$ cat src/rtl/regfile_writeback_arbiter.sv
// Register-file write arbiter: ALU results win the single write port and LSU results wait in a FIFO; outputs are registered (1-cycle latency).
// LSU is backpressured with lsu_ready = buffer not full; buffered LSU writes to a register the ALU overwrites are squashed.
module regfile_writeback_arbiter #(
  parameter int DATA_W = 32,
  parameter int ADDR_W = 5,
  parameter int DEPTH  = 4
) (
  input  logic                       clk,
  input  logic                       reset_n,
  input  logic                       alu_valid,
  input  logic [ADDR_W-1:0]          alu_rd,
  input  logic [DATA_W-1:0]          alu_data,
  input  logic                       lsu_valid,
  output logic                       lsu_ready,
  input  logic [ADDR_W-1:0]          lsu_rd,
  input  logic [DATA_W-1:0]          lsu_data,
  output logic                       reg_write,
  output logic [ADDR_W-1:0]          rd,
  output logic [DATA_W-1:0]          write_data,
  output logic [$clog2(DEPTH+1)-1:0] fifo_count
);

  localparam int PTR_W = $clog2(DEPTH);
  localparam int CNT_W = $clog2(DEPTH+1);

  typedef struct packed {
    logic              live;
    logic [ADDR_W-1:0] rd;
    logic [DATA_W-1:0] data;
  } entry_t;

  entry_t             mem [DEPTH];
  logic [PTR_W-1:0]   rd_ptr;
  logic [PTR_W-1:0]   wr_ptr;
  entry_t             head;
  logic               alu_req;
  logic               push;
  logic               pop;
  logic               push_squashed;

  // Ready depends only on registered occupancy, so a same-cycle pop never frees a slot.
  assign lsu_ready     = reset_n && (fifo_count < CNT_W'(DEPTH));
  assign alu_req       = alu_valid && (alu_rd != '0);
  assign push          = lsu_valid && lsu_ready && (lsu_rd != '0);
  assign pop           = !alu_req && (fifo_count != '0);
  assign head          = mem[rd_ptr];
  assign push_squashed = alu_req && (lsu_rd == alu_rd);

  always_ff @(posedge clk or negedge reset_n) begin
    if (!reset_n) begin
      for (int i = 0; i < DEPTH; i++) begin
        mem[i] <= '0;
      end
      rd_ptr     <= '0;
      wr_ptr     <= '0;
      fifo_count <= '0;
    end else begin
      for (int i = 0; i < DEPTH; i++) begin
        if (alu_req && (mem[i].rd == alu_rd)) begin
          mem[i].live <= 1'b0;
        end
      end
      // The push slot is free (not full), so this never collides with a squash of a live entry.
      if (push) begin
        mem[wr_ptr] <= '{live: !push_squashed, rd: lsu_rd, data: lsu_data};
        wr_ptr      <= wr_ptr + PTR_W'(1);
      end
      if (pop) begin
        rd_ptr <= rd_ptr + PTR_W'(1);
      end
      case ({push, pop})
        2'b10:   fifo_count <= fifo_count + CNT_W'(1);
        2'b01:   fifo_count <= fifo_count - CNT_W'(1);
        default: fifo_count <= fifo_count;
      endcase
    end
  end

  always_ff @(posedge clk or negedge reset_n) begin
    if (!reset_n) begin
      reg_write  <= 1'b0;
      rd         <= '0;
      write_data <= '0;
    end else if (alu_req) begin
      reg_write  <= 1'b1;
      rd         <= alu_rd;
      write_data <= alu_data;
    end else if (pop && head.live) begin
      reg_write  <= 1'b1;
      rd         <= head.rd;
      write_data <= head.data;
    end else begin
      reg_write  <= 1'b0;
    end
  end

endmodule

$ cat config.mk
export PLATFORM = sky130hd
export DESIGN_NAME = regfile_writeback_arbiter
export DESIGN_NICKNAME = d
export VERILOG_FILES = /design/src/rtl/regfile_writeback_arbiter.sv
export SDC_FILE = /design/constraint.sdc
export NUM_CORES = 1
export LEC_CHECK = 0
export ABC_AREA = 0
export CAP_MARGIN = 10
export CORE_UTILIZATION = 40
export CTS_BUF_LIST = sky130_fd_sc_hd__clkbuf_8
export CTS_CLUSTER_SIZE = 16
export DETAILED_ROUTE_END_ITERATION = 6
export PLACE_DENSITY = 0.71
export SLEW_MARGIN = 20
export SYNTH_ARGS = -nofsm -noshare
export SYNTH_HDL_FRONTEND = slang
export SYNTH_SLANG_ARGS = --single-unit
$ cat constraint.sdc
create_clock -name clk -period 6 [get_ports clk]
set_clock_uncertainty 0.15 [all_clocks]
set_input_delay 1.2 -clock clk [delete_from_list [all_inputs] [get_ports clk]]
set_output_delay 1.2 -clock clk [all_outputs]
set_load 0.01 [all_outputs]
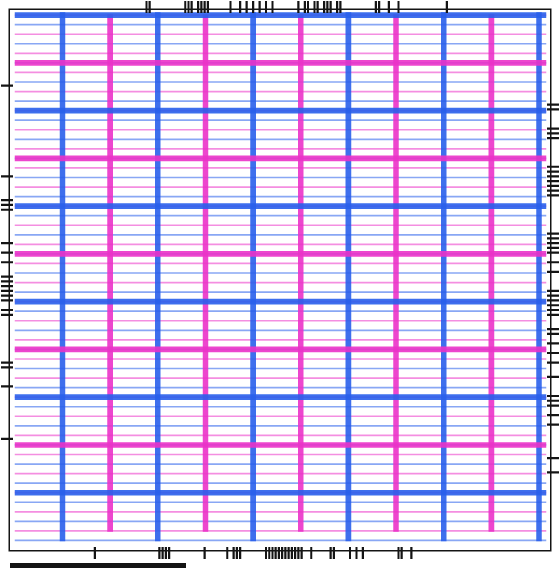
Figure 1: run 1, supply network.
Bar = 50 um. Pins as bars on the die edge.
- blue: VSS
- magenta: VDD
- met5 straps: 11
- met1 rails: 56
- rows: 55
Die Wd: 154 um
die extent in y: 154 um
worst ir drop on vdd: 0.234 mV
standard cell core area: 22600 um^2

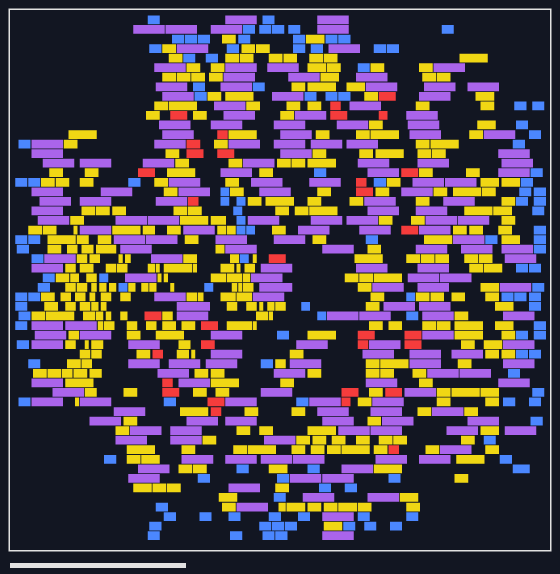
Figure 2: run 1, cells colored by class.
Bar = 50 um.
- purple: sequential cells (cells 197)
- yellow: combinational and other logic (cells 343)
- red: clock drivers and dummy loads (cells 32)
- blue: remaining buffers and delay cells (cells 133)
finished layout cell area: 11000 um^2
fraction of area in registers: 0.447
number of standard-cell rows in the floorplan: 55
post-route core utilization: 0.487

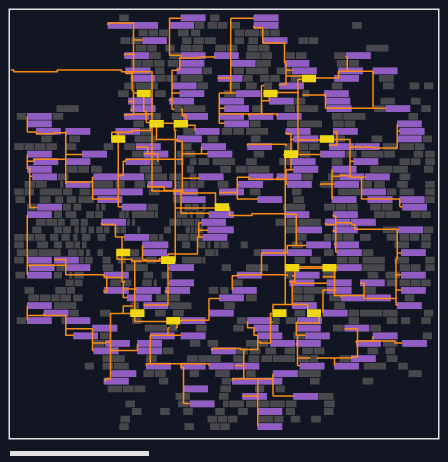
Figure 3: run 1, clock wires, drivers and flops.
Bar = 50 um.
- purple: flip-flops (count 197)
- yellow: clock drivers (count 17)
- orange: clock wires (length 2160 um)
- routed clock nets: 18
clock network fraction of design power: 0.147
clock latency on the worst-skew pair: 0.46 ns
clock group total power: 0.812 mW

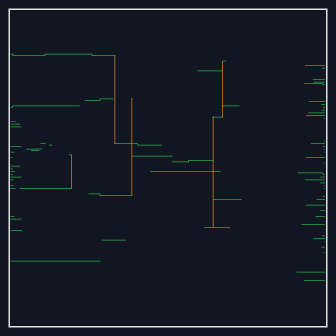
Figure 4: run 1, signal wires by layer.
Two of the layers only.
- green: metal 3 (wire length 585 um)
- orange: metal 4 (wire length 187 um)
via count of the routed design: 5267
routed wire length per instance: 20.0 um
Global Route Usage Sum: 0.180
Final Routed Wirelength: 19800 um

==> run 1: critical path, stage by stage <==
cell	delay [ns]
clkdlybuf4s50_1	0.59
or4_4	0.62
o21ai_4	0.14
buf_4	0.32
and2_1	0.22
ha_1	0.20
inv_1	0.07
fa_1	0.39
xor2_1	0.16
nor2_1	0.12
xor2_1	0.17
==> run 1: cell families (layout without fill, tap and decap cells) <==
logic type,Yosys count,count (layout),share of synthesized area
compound gates,11,11,0.00882
xor+xnor,31,31,0.0295
fa+ha+maj,6,6,0.00896
buf+inv,46,174,0.0278
flops,197,197,0.535
mux,261,261,0.374
simple gates,25,25,0.0158
==> run 1: routing by layer <==
metal  GRT usage  vias up  share of wire
met2       0.318       88           0.53
met5           0        -              0
met4      0.0505        0         0.0094
met3      0.0361       15          0.029
met1       0.222     2819           0.43
li1            -     2345              -
==> tab_implementation.tex, run 1 <==
% Yosys + OpenROAD metrics
\begin{tabular}{lr}
\hline
Metric & Value \\
\hline
\multicolumn{2}{l}{\textbf{Power and ir drop}} \\
\quad Combinational group share of total power & 0.419 \\
\quad Total power divided by cell area & between 500 and 600 nW/um\^{}2 \\
\quad Combinational group power & 2.32 mW \\
\quad Switching Fraction & 0.312 \\
\quad Overall power after layout & $\sim$5.5 mW \\
\quad Leakage power & 4.77 nW \\
\quad Cell internal pwr & 3.80 mW \\
\quad Sequential power & 2.40 mW \\
\multicolumn{2}{l}{\textbf{CTS}} \\
\quad Cell at the root of the clock tree & clkbuf\_8 \\
\quad Clock sink count & 197 \\
\quad Number of gates resized after CTS & 0 \\
\quad Postcts setup bufs & 0 \\
\quad Longest Clk Path Bufs & 2 \\
\quad Number of buffers created by CTS & 17 \\
\multicolumn{2}{l}{\textbf{Final layout}} \\
\quad Number of multi-input combinational cells & 334 \\
\quad Count of sequential standard cells & 197 \\
\quad Fill cell count & 1911 \\
\quad Seq. cell area & 4930 um\^{}2 \\
\quad Antenna cell count & 0 \\
\quad Area used by multi-input combinational logic & 4030 um\^{}2 \\
\quad Non-clock buffer contribution to total cell area & 0.118 \\
\quad Share of cells above drive strength 1 & 0.430 \\
\quad Dominant class by area & sequential cells \\
\quad Area added between synthesis and finish & 19.7\% \\
\multicolumn{2}{l}{\textbf{Critical path}} \\
\quad Data required time of the worst path & between 6 and 7 ns \\
\quad Worst Reg2Reg Path Length in Cells & 4 \\
\quad Capture point of the worst path & fifo\_count[2]\$\_DFFE\_PN0P\_ \\
\quad Crit start category & input pin \\
\quad Arrival time of the worst setup path & around 4.2 ns \\
\quad Critical Path Sink Type & register \\
\quad Register-to-register setup slack & 3.15 ns \\
\quad Path type of the worst setup path & input pin to register \\
\multicolumn{2}{l}{\textbf{Logic synthesis}} \\
\quad Number of cells in the yosys synthesis report & 577 \\
\quad Synth top area share & 0.535 \\
\quad Cells taking the most area after synthesis & dfrtp\_1 53\%, mux2\_2 23\%, mux4\_2 9.3\% \\
\quad YS chip area & around 9200 um\^{}2 \\
\quad Most frequently used cell type in the post-synthesis netlist & dfrtp\_1 \\
\quad Net Count, Synth & 661 \\
\quad Number of synthesized flops with an enable pin & 0 \\
\quad Cells after synthesis & 577 \\
\quad Dominant register cell & dfrtp\_1 \\
\quad Yosys top cell by area & dfrtp\_1 \\
\quad Per-instance average area after synthesis & 16.0 um\^{}2 \\
\quad Tally of unique sky130hd cells used after synthesis & 31 \\
\multicolumn{2}{l}{\textbf{Place}} \\
\quad \# port buffers & 119 \\
\quad Cell Area, Placed & 10700 um\^{}2 \\
\quad Pre-CTS setup slack & $\sim$1.5 ns \\
\quad Number of cells in the design after placement & 958 \\
\multicolumn{2}{l}{\textbf{Global route}} \\
\quad Vias in the first global route & slightly below 6000 \\
\quad First-pass GRT wire length & 32500 um \\
\quad Pin count of the biggest net entering global routing & 78 \\
\multicolumn{2}{l}{\textbf{STA}} \\
\quad Tightest slew margin relative to the limit & 0.345 \\
\quad Final count of hold timing violations & 0 \\
\quad Final TNS setup & 0 ns \\
\quad Worst hold slack after final layout & 0.358 ns \\
\quad Setup repair after global routing missed its margin & no \\
\quad Min setup slack post-route & 2.02 ns \\
\quad Fraction of the cycle the final worst path needs & 0.664 \\
\multicolumn{2}{l}{\textbf{Die}} \\
\quad Number of well taps & 285 \\
\quad Core Density at Floorplan & 0.407 \\
\quad I/O Pins & 120 \\
\multicolumn{2}{l}{\textbf{Routing}} \\
\quad First-pass iteration count of the detailed router & 6 \\
\quad Initial drt markers & 206 \\
\quad Remaining antenna violation count after routing & 0 \\
\quad Number of DRC violations after detailed routing & 0 \\
\multicolumn{2}{l}{\textbf{Outcome}} \\
\quad Run status & finished clean \\
\multicolumn{2}{l}{\textbf{Hold path}} \\
\quad Type of the tightest min-delay check & register to register \\
\multicolumn{2}{l}{\textbf{Flow run}} \\
\quad Count of tool warnings & 29 \\
\hline
\end{tabular}
Figure 5. Placement view (run 1).
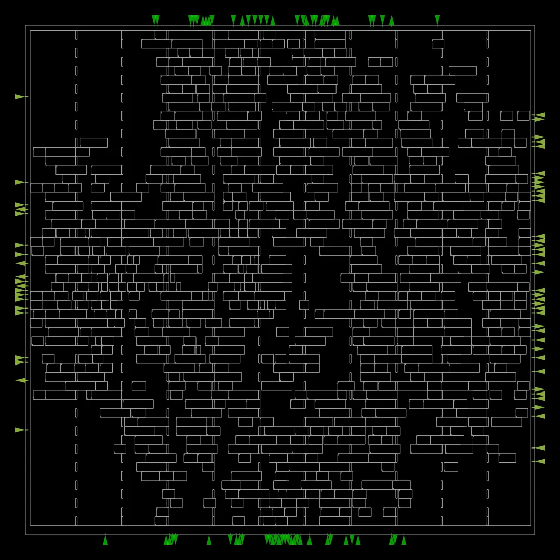

==> run 1 -> run 2 <==
Clock period 6 ns to 3.95 ns, I/O delays scaled along.
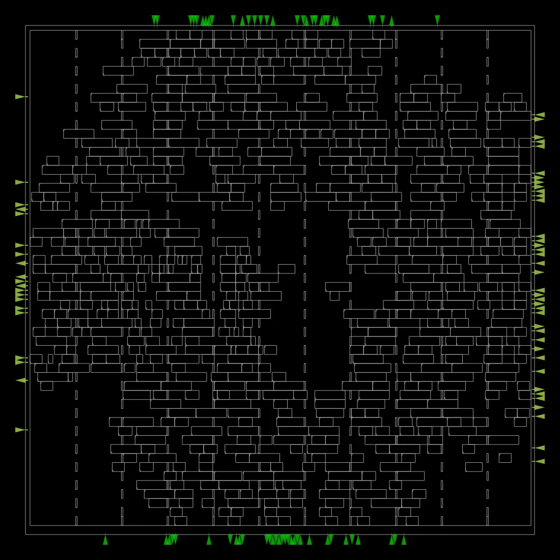
Figure 6: run 2, placement view.
number of well taps: 285
post-route core utilization: 0.494
fill cell count: 1916

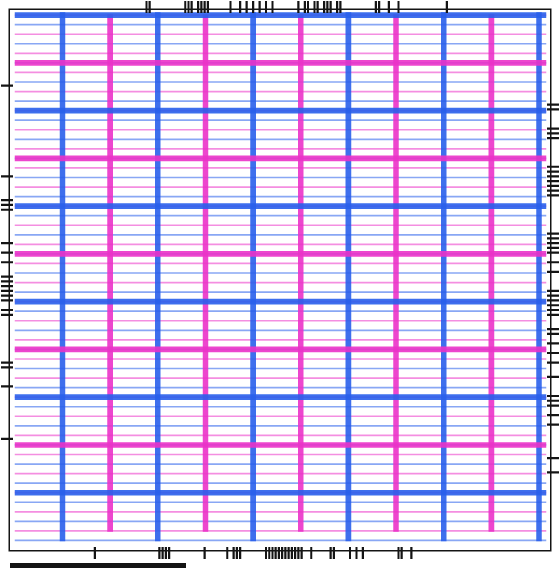
Figure 7: run 2, supply network.
Bar = 50 um. Pins as bars on the die edge.
- blue: VSS
- magenta: VDD
- rows: 55
- met5 straps: 11
worst ir drop on vdd: 0.320 mV

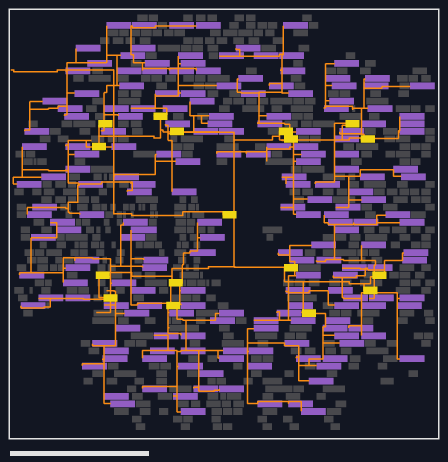
Figure 8: run 2, clock wires, drivers and flops.
Bar = 50 um.
- purple: flip-flops (count 197)
- orange: clock wires (length 2280 um)
- yellow: clock drivers (count 17)
- routed clock nets: 18
clock network fraction of design power: 0.162
clock latency on the worst-skew pair: 0.45 ns

==> run 2 against run 1 <==
Against the previous run: sequential cell count did not move; clock power rose by about 70%; global-route usage fell by 0.44 points; non-clock buffer count rose by 7; clock-buffer cell count did not move; synthesized cell count did not move; register-to-register slack got worse by 1.7 ns; design area rose by 1.4%; core utilization rose by 0.68 points; first-iteration DRC count fell by 6.8%; wire length fell by 1.4%; critical path type is now input pin to primary output; largest power group unchanged.
==> tab_implementation.tex, run 2 <==
% Yosys + OpenROAD metrics
\begin{tabular}{lr}
\hline
Metric & Value \\
\hline
\multicolumn{2}{l}{\textbf{Power and ir drop}} \\
\quad Overall power after layout & 8.55 mW (was 5.53 mW) \\
\quad Leakage power & 4.85 nW (was 4.77 nW) \\
\quad Combinational group share of total power & 0.417 (was 0.419) \\
\quad Clock group total power & 1.38 mW (was 0.812 mW) \\
\quad Sequential power & 3.60 mW (was 2.40 mW) \\
\quad Cell internal pwr & 6.02 mW (was 3.80 mW) \\
\multicolumn{2}{l}{\textbf{CTS}} \\
\quad Longest Clk Path Bufs & 2 (unchanged) \\
\quad Number of buffers created by CTS & 17 (unchanged) \\
\quad Clock sink count & 197 (unchanged) \\
\quad Postcts setup bufs & 0 (unchanged) \\
\quad Cell at the root of the clock tree & clkbuf\_8 (unchanged) \\
\multicolumn{2}{l}{\textbf{Critical path}} \\
\quad Data required time of the worst path & 3.01 ns (was 6.24 ns) \\
\quad CP max stage cell & dlygate4sd3\_1 (was or4\_4) \\
\quad Worst Reg2Reg Path Length in Cells & 4 (unchanged) \\
\quad Cells along the critical path & dlygate4sd3\_1 > clkbuf\_8 > nor2b\_1 > clkdlybuf4s50\_1 (was clkdlybuf4s50\_1 > or4\_4 > o21ai\_4 > buf\_4 > and2\_1 > ha\_1 > inv\_1 > fa\_1 > xor2\_1 > nor2\_1 > xor2\_1) \\
\quad Register-to-register setup slack & 1.41 ns (was 3.15 ns) \\
\quad Path type of the worst setup path & input pin to primary output (was input pin to register) \\
\quad Maximum cell stage delay along the critical path & 0.55 ns (was 0.62 ns) \\
\quad Cell family contributing the most delay on the critical path & buffers and inverters (unchanged) \\
\quad Capture point of the worst path & lsu\_ready (was fifo\_count[2]\$\_DFFE\_PN0P\_) \\
\quad Critical Path Sink Type & primary output (was register) \\
\multicolumn{2}{l}{\textbf{Global route}} \\
\quad Met2 usage in global routing & 0.303 (was 0.318) \\
\quad Met1 layer usage reported by global route & 0.223 (was 0.222) \\
\quad Vias in the first global route & 5838 (was 5876) \\
\quad Global routing usage on met3 & 0.0409 (was 0.0361) \\
\quad First-pass GRT wire length & 31900 um (was 32500 um) \\
\multicolumn{2}{l}{\textbf{Final layout}} \\
\quad Antenna cell count & 0 (unchanged) \\
\quad Finished layout cell area & 11200 um\^{}2 (was 11000 um\^{}2) \\
\multicolumn{2}{l}{\textbf{Logic synthesis}} \\
\quad Synth top area share & 0.535 (unchanged) \\
\quad Net Count, Synth & 661 (unchanged) \\
\quad Tally of unique sky130hd cells used after synthesis & 31 (unchanged) \\
\quad Cells after synthesis & 577 (unchanged) \\
\quad Number of cells in the yosys synthesis report & 577 (unchanged) \\
\multicolumn{2}{l}{\textbf{STA}} \\
\quad Min setup slack post-route & 0.792 ns (was 2.02 ns) \\
\quad Setup repair after global routing missed its margin & no (unchanged) \\
\quad Worst hold slack after final layout & 0.355 ns (was 0.358 ns) \\
\quad Final count of hold timing violations & 0 (unchanged) \\
\multicolumn{2}{l}{\textbf{Outcome}} \\
\quad Run status & finished clean (unchanged) \\
\multicolumn{2}{l}{\textbf{Routing}} \\
\quad First-pass iteration count of the detailed router & 4 (was 6) \\
\quad WL met3 & 693 um (was 584 um) \\
\quad Routed wire length per instance & 19.7 um (was 20.0 um) \\
\quad Remaining antenna violation count after routing & 0 (unchanged) \\
\quad Via count of the routed design & 5254 (was 5267) \\
\multicolumn{2}{l}{\textbf{Die}} \\
\quad Standard cell core area & 22600 um\^{}2 (unchanged) \\
\quad Core Density at Floorplan & 0.407 (unchanged) \\
\quad I/O Pins & 120 (unchanged) \\
\multicolumn{2}{l}{\textbf{Place}} \\
\quad Number of cells in the design after placement & 963 (was 958) \\
\quad Cell Area, Placed & 10700 um\^{}2 (about the same) \\
\quad \# port buffers & 119 (unchanged) \\
\multicolumn{2}{l}{\textbf{Hold path}} \\
\quad Type of the tightest min-delay check & register to register (unchanged) \\
\hline
\end{tabular}
-- run 2: cells by family (layout without fill, tap and decap cells) --
family	after synthesis	in the layout	share of synthesized area
compound gates	11	11	0.00882
flops	197	197	0.535
xor+xnor	31	31	0.0295
simple gates	25	25	0.0158
buf+inv	46	178	0.0278
mux	261	261	0.374
fa+ha+maj	6	6	0.00896
-- run 2: area by class of cell --
| type | count | area [um^2] |
|---|---|---|
| clock buffers | 19 | 262 |
| well taps | 285 | 357 |
| multi-input cells | 334 | 4030 |
| inverters | 9 | 33.8 |
| repair buffers | 140 | 1410 |
| fillers | 1916 | 11500 |
| flip-flops and latches | 197 | 4930 |
| clock inverters | 10 | 158 |
Power and IR drop assume default switching activity.
